Fig. 1: run 1, a small window of the routed layout
The bar under the picture is 5 um long. Window x 26 to 46, y 44 to 64 um. Cells in grey, sequential cells in the stronger grey; small squares are vias.
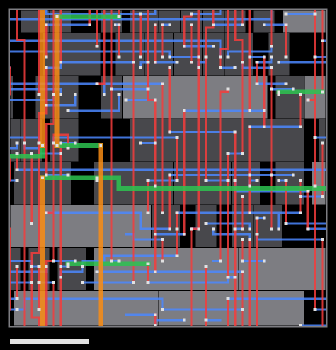
Fig. 2: run 1, clock wiring as the flow saved it
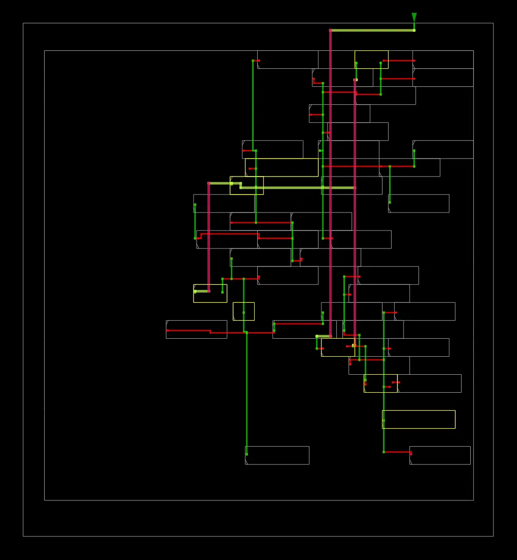
Fig. 3: run 1, selected gate families
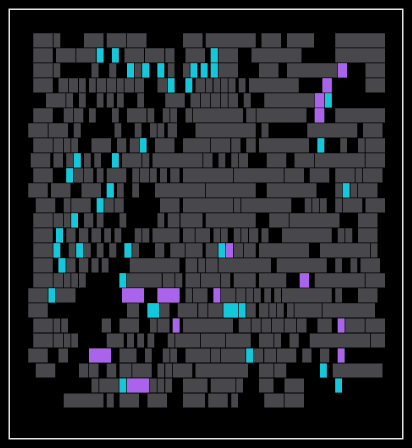
Fig. 4: run 1, I/O pins on the die edge
The bar under the picture is 20 um long. Pins as bars across the die edge, other pins in grey.
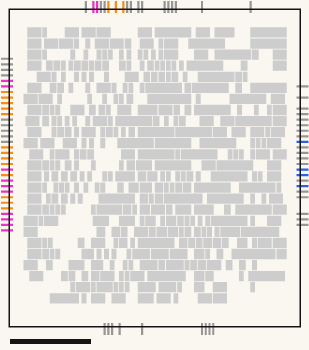
===== src/rtl/alu_sched_pkg.sv =====
// Shared types and widths for the alu_sched scheduler.
package alu_sched_pkg;

  typedef enum logic [1:0] {
    ST_IDLE  = 2'd0,
    ST_RUN   = 2'd1,
    ST_DRAIN = 2'd2
  } state_e;

  localparam int OPND_W      = 4;
  localparam int OP_W        = 3;
  localparam int ALU_LAT_DEF = 2;

endpackage


===== src/rtl/alu_sched_rr_arbiter.sv =====
// Round-robin arbiter: the search starts one past ptr and wraps modulo N.
// Produces a one-hot grant plus its binary index.
module rr_arbiter #(
  parameter int N = 4
) (
  input  logic [N-1:0]         req,
  input  logic [$clog2(N)-1:0] ptr,
  output logic [N-1:0]         gnt,
  output logic [$clog2(N)-1:0] gnt_idx,
  output logic                 gnt_any
);
  localparam int IDX_W = $clog2(N);

  always_comb begin
    int j;
    logic [IDX_W-1:0] jj;
    gnt     = '0;
    gnt_idx = '0;
    gnt_any = 1'b0;
    j       = 0;
    jj      = '0;
    for (int i = 1; i <= N; i++) begin
      j  = (int'(ptr) + i) % N;
      jj = IDX_W'(j);
      if (!gnt_any && req[jj]) begin
        gnt[jj] = 1'b1;
        gnt_idx = jj;
        gnt_any = 1'b1;
      end
    end
  end

endmodule


===== src/rtl/alu_sched.sv =====
// Shared-ALU scheduler: round-robin issue into a registered ALU, tag-routed responses.
// Define ALU_SCHED_PRIO_EN to give requester 0 fixed top priority over the round-robin.
module alu_sched
  import alu_sched_pkg::*;
#(
  parameter int N_REQ   = 4,
  parameter int ALU_LAT = ALU_LAT_DEF
) (
  input  logic                    clk,
  input  logic                    rst_n,
  input  logic                    sched_en,
  input  logic [N_REQ-1:0]        req_valid,
  input  logic [OPND_W*N_REQ-1:0] req_a,
  input  logic [OPND_W*N_REQ-1:0] req_b,
  input  logic [OP_W*N_REQ-1:0]   req_op,
  output logic [N_REQ-1:0]        req_ready,
  output logic [OPND_W-1:0]       alu_a,
  output logic [OPND_W-1:0]       alu_b,
  output logic [OP_W-1:0]         alu_op,
  input  logic [OPND_W-1:0]       alu_result,
  input  logic                    alu_carry,
  output logic [N_REQ-1:0]        rsp_valid,
  output logic [OPND_W-1:0]       rsp_result,
  output logic                    rsp_carry,
  output logic                    idle
);
  localparam int IDX_W = $clog2(N_REQ);

  state_e                          state_q, state_d;
  logic                            idle_q, idle_d;
  logic [IDX_W-1:0]                ptr_q, ptr_d;
  logic [N_REQ-1:0]                arb_req, arb_gnt, gnt;
  logic [IDX_W-1:0]                arb_idx, gnt_idx;
  logic                            arb_any, run, xfer, pipe_empty;

  logic [OPND_W-1:0]               alu_a_q, alu_a_d, alu_b_q, alu_b_d;
  logic [OP_W-1:0]                 alu_op_q, alu_op_d;
  logic                            issue_vld_q, issue_vld_d;
  logic [IDX_W-1:0]                issue_idx_q, issue_idx_d;
  logic [ALU_LAT-1:0]              tag_vld_q, tag_vld_d;
  logic [ALU_LAT-1:0][IDX_W-1:0]   tag_idx_q, tag_idx_d;
  logic [N_REQ-1:0]                rsp_valid_q, rsp_valid_d;
  logic [OPND_W-1:0]               rsp_result_q, rsp_result_d;
  logic                            rsp_carry_q, rsp_carry_d;

  assign run = (state_q == ST_RUN);

`ifdef ALU_SCHED_PRIO_EN
  assign arb_req = run ? (req_valid & ~N_REQ'(1)) : '0;
`else
  assign arb_req = run ? req_valid : '0;
`endif

  rr_arbiter #(.N(N_REQ)) u_arb (
    .req     (arb_req),
    .ptr     (ptr_q),
    .gnt     (arb_gnt),
    .gnt_idx (arb_idx),
    .gnt_any (arb_any)
  );

  always_comb begin
    gnt     = arb_gnt;
    gnt_idx = arb_idx;
    ptr_d   = arb_any ? arb_idx : ptr_q;
`ifdef ALU_SCHED_PRIO_EN
    // Requester 0 overrides the round-robin and leaves the pointer alone.
    if (run && req_valid[0]) begin
      gnt     = N_REQ'(1);
      gnt_idx = '0;
      ptr_d   = ptr_q;
    end
`endif
  end

  assign xfer       = |gnt;
  assign pipe_empty = !issue_vld_q && (tag_vld_q == '0);

  always_comb begin
    state_d = state_q;
    case (state_q)
      ST_IDLE:  if (sched_en)   state_d = ST_RUN;
      ST_RUN:   if (!sched_en)  state_d = ST_DRAIN;
      ST_DRAIN: if (pipe_empty) state_d = ST_IDLE;
      default:                  state_d = ST_IDLE;
    endcase
    idle_d = (state_d == ST_IDLE);
  end

  always_ff @(posedge clk or negedge rst_n) begin
    if (!rst_n) begin
      state_q <= ST_IDLE;
      idle_q  <= 1'b1;
      ptr_q   <= IDX_W'(N_REQ - 1);
    end else begin
      state_q <= state_d;
      idle_q  <= idle_d;
      ptr_q   <= ptr_d;
    end
  end

  // Issue stage: operands onto the ALU, tag into the shift register.
  always_comb begin
    alu_a_d     = xfer ? req_a[gnt_idx*OPND_W +: OPND_W] : alu_a_q;
    alu_b_d     = xfer ? req_b[gnt_idx*OPND_W +: OPND_W] : alu_b_q;
    alu_op_d    = xfer ? req_op[gnt_idx*OP_W +: OP_W]    : alu_op_q;
    issue_vld_d = xfer;
    issue_idx_d = gnt_idx;

    tag_vld_d[0] = issue_vld_q;
    tag_idx_d[0] = issue_idx_q;
    for (int i = 1; i < ALU_LAT; i++) begin
      tag_vld_d[i] = tag_vld_q[i-1];
      tag_idx_d[i] = tag_idx_q[i-1];
    end

    // Return stage: tag output lines up with the ALU result.
    rsp_valid_d  = tag_vld_q[ALU_LAT-1] ? (N_REQ'(1) << tag_idx_q[ALU_LAT-1]) : '0;
    rsp_result_d = tag_vld_q[ALU_LAT-1] ? alu_result : rsp_result_q;
    rsp_carry_d  = tag_vld_q[ALU_LAT-1] ? alu_carry  : rsp_carry_q;
  end

  always_ff @(posedge clk or negedge rst_n) begin
    if (!rst_n) begin
      alu_a_q      <= '0;
      alu_b_q      <= '0;
      alu_op_q     <= '0;
      issue_vld_q  <= 1'b0;
      issue_idx_q  <= '0;
      tag_vld_q    <= '0;
      tag_idx_q    <= '0;
      rsp_valid_q  <= '0;
      rsp_result_q <= '0;
      rsp_carry_q  <= 1'b0;
    end else begin
      alu_a_q      <= alu_a_d;
      alu_b_q      <= alu_b_d;
      alu_op_q     <= alu_op_d;
      issue_vld_q  <= issue_vld_d;
      issue_idx_q  <= issue_idx_d;
      tag_vld_q    <= tag_vld_d;
      tag_idx_q    <= tag_idx_d;
      rsp_valid_q  <= rsp_valid_d;
      rsp_result_q <= rsp_result_d;
      rsp_carry_q  <= rsp_carry_d;
    end
  end

  assign req_ready  = gnt;
  assign alu_a      = alu_a_q;
  assign alu_b      = alu_b_q;
  assign alu_op     = alu_op_q;
  assign rsp_valid  = rsp_valid_q;
  assign rsp_result = rsp_result_q;
  assign rsp_carry  = rsp_carry_q;
  assign idle       = idle_q;

endmodule


===== config.mk =====
export PLATFORM = sky130hd
export DESIGN_NAME = alu_sched
export DESIGN_NICKNAME = d
export VERILOG_FILES = /design/src/rtl/alu_sched_pkg.sv /design/src/rtl/alu_sched_rr_arbiter.sv /design/src/rtl/alu_sched.sv
export SDC_FILE = /design/constraint.sdc
export NUM_CORES = 1
export LEC_CHECK = 0
export ABC_AREA = 1
export CAP_MARGIN = 20
export CORE_ASPECT_RATIO = 1.1
export CORE_MARGIN = 3
export CORE_UTILIZATION = 49
export DETAILED_ROUTE_END_ITERATION = 16
export PLACE_DENSITY = 0.85
export SYNTH_ARGS = -nofsm -noshare
export SYNTH_HDL_FRONTEND = slang
export SYNTH_SLANG_ARGS = --single-unit

===== constraint.sdc =====
create_clock -name clk -period 3.4 [get_ports clk]
set_input_delay 0.51 -clock clk [delete_from_list [all_inputs] [get_ports clk]]
set_output_delay 0.51 -clock clk [all_outputs]
set_load 0.005 [all_outputs]

==> results.txt, run 1 <==
run metrics: status=finished clean, total negative setup slack=0 ns, DR WL/cell=13.5 um, CLK BUF=5, critical path depth=11, GRT Total Usage=0.220, RSZ-0062 raised after global routing=false, slew margin rel.=0.716, fmax=0.312 GHz, CP max stage delay=0.60 ns, Hold Path Cell Cnt=0, first-pass GRT wire length=9670 um, Post-Layout Cell Count=454, clock slew seen by the registers of the worst setup and hold paths=0.07 ns, top cell type's share of synthesized area=0.340, layout cells sized above 1=0.128, number of routed nets with antenna violations=0, sequential cell area share=0.261, most frequent cells in the layout=nand2_1 (121), clkdlybuf4s50_1 (80), nand3_1 (60), dfrtp_1 (31), inv_1 (29), crit path cell chain=inv_2 > ha_4 > inv_1 > nand3_2 > nand2_4 > inv_4 > nand2_2 > nor2_4 > nand3_1 > nand2_1 > clkdlybuf4s50_1, Logic Gate Count=233, inverter count=36, Util after Layout=0.742, highest-count logic cell in the final layout=nand2_1, CP Buf/Inv Count=4, Post-DP Area=3070 sq um, crit path to=req_ready[3], Critical Path Start Type=register, cell family with most CP delay=buffers and inverters
Notes on Fig. 1 above:
legend:
  orange:
    layer: M4
  red:
    layer: M2
  blue:
    layer: M1
  green:
    layer: M3
netlist names of flops here include: `alu_a` (3)
cells with their middle in the window: 40
most frequent: nand2_1 (14), nand3_1 (13), dfrtp_1 (6)
sequential cells in the window: 6

Notes on Fig. 2 above:
flop count: 34
Latency at later pin: 0.29 ns

Notes on Fig. 3 above:
legend:
  purple:
    family: nor cells
    cells: 14
  cyan:
    family: inv cells
    cells: 36
    most_used: inv_1
    where: spread over the die

Notes on Fig. 4 above:
legend:
  blue:
    port: `rsp_result`
    pins: 4
    direction: output
    edge: east
  orange:
    port: `req_b`
    pins: 16
    direction: input
    edge: 13 west, 3 north
  magenta:
    port: `req_op`
    pins: 12
    direction: input
    edge: 10 west, 2 north

[run 1: cell families (layout without fill, tap and decap cells)]
kind of cell	count (synthesis)	after routing	share of synthesized area
flip-flops	34	34	0.374
AND/OR/NAND/NOR	219	219	0.459
adder cells (fa/ha/maj)	8	8	0.0438
buffers and inverters	48	133	0.104
AND-OR/OR-AND	6	6	0.0186
[run 1: routing by layer]
layer,part of all wire,vias to the layer above,GRT usage
li1,-,1166,-
met1,0.43,1057,0.276
met2,0.48,101,0.363
met3,0.065,13,0.0415
met4,0.024,0,0.102
met5,0,-,0
==> run 1 -> run 2 <==
Settings changed: CORE_UTILIZATION 49 to 41, PLACE_DENSITY 0.85 to 0.76.
Clock period 3.4 ns to 2.58 ns, I/O delays scaled along.
==> results.txt, run 2 <==
run metrics: flop count=34 (unchanged), grt peak-use layer=met2, crit path to=req_ready[2], fa+ha+maj area frac=0.0438 (unchanged), DR WL/cell=11.9 um (-12%), met1 WL=2670 um (+1.7%), sequential cell area share=0.253 (-0.00775), Util after Layout=0.648 (-0.0937), aoi share=0.0186 (unchanged), clock slew seen by the registers of the worst setup and hold paths=0.07 ns (about the same), cell family with most CP delay=simple AND/OR/NAND/NOR gates, slew margin rel.=0.721 (+0.00494), routed wl met3=396 um (+0.25%), first-pass GRT wire length=9620 um (-0.57%), status=finished clean, GRT met1 Usage=0.245 (-0.0313), DR WL met2=2630 um (-11%), Critical Path Start Type=register
-- run 2: netlist changes by cell type in the layout (fill, tap and decap cells not counted) --
| cell | previous run | this run |
|---|---|---|
| clkdlybuf4s50_1 | 80 | 76 |
| clkbuf_8 | 5 | 6 |
| clkinv_4 | 1 | 0 |
| bufinv_16 | 2 | 1 |
| nand3_1 | 60 | 57 |
| clkbuf_2 | 0 | 3 |
| clkinvlp_4 | 1 | 0 |
| nand2_2 | 9 | 10 |
| inv_2 | 4 | 5 |
| nand2_1 | 121 | 120 |
| dlymetal6s2s_1 | 0 | 1 |
| buf_6 | 0 | 1 |
| buf_4 | 9 | 21 |
| nand3_2 | 4 | 7 |
Fig. 5: run 2, signal metal coverage by tile
The die is cut into 15 by 17 equal tiles; white is low, dark blue is high, scaled to the fullest tile. Values are wire area over tile area, all layers added.
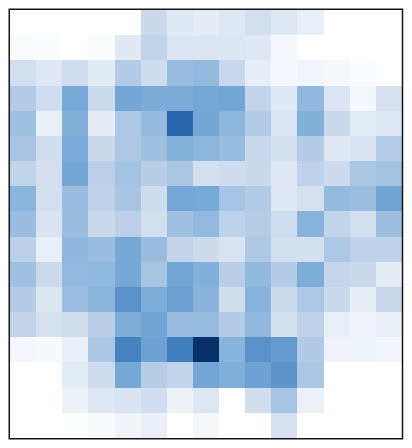
mean over tiles: 0.14
fullest tile: 0.56
tiles over half the peak: 10%
nearly empty tiles: 14%

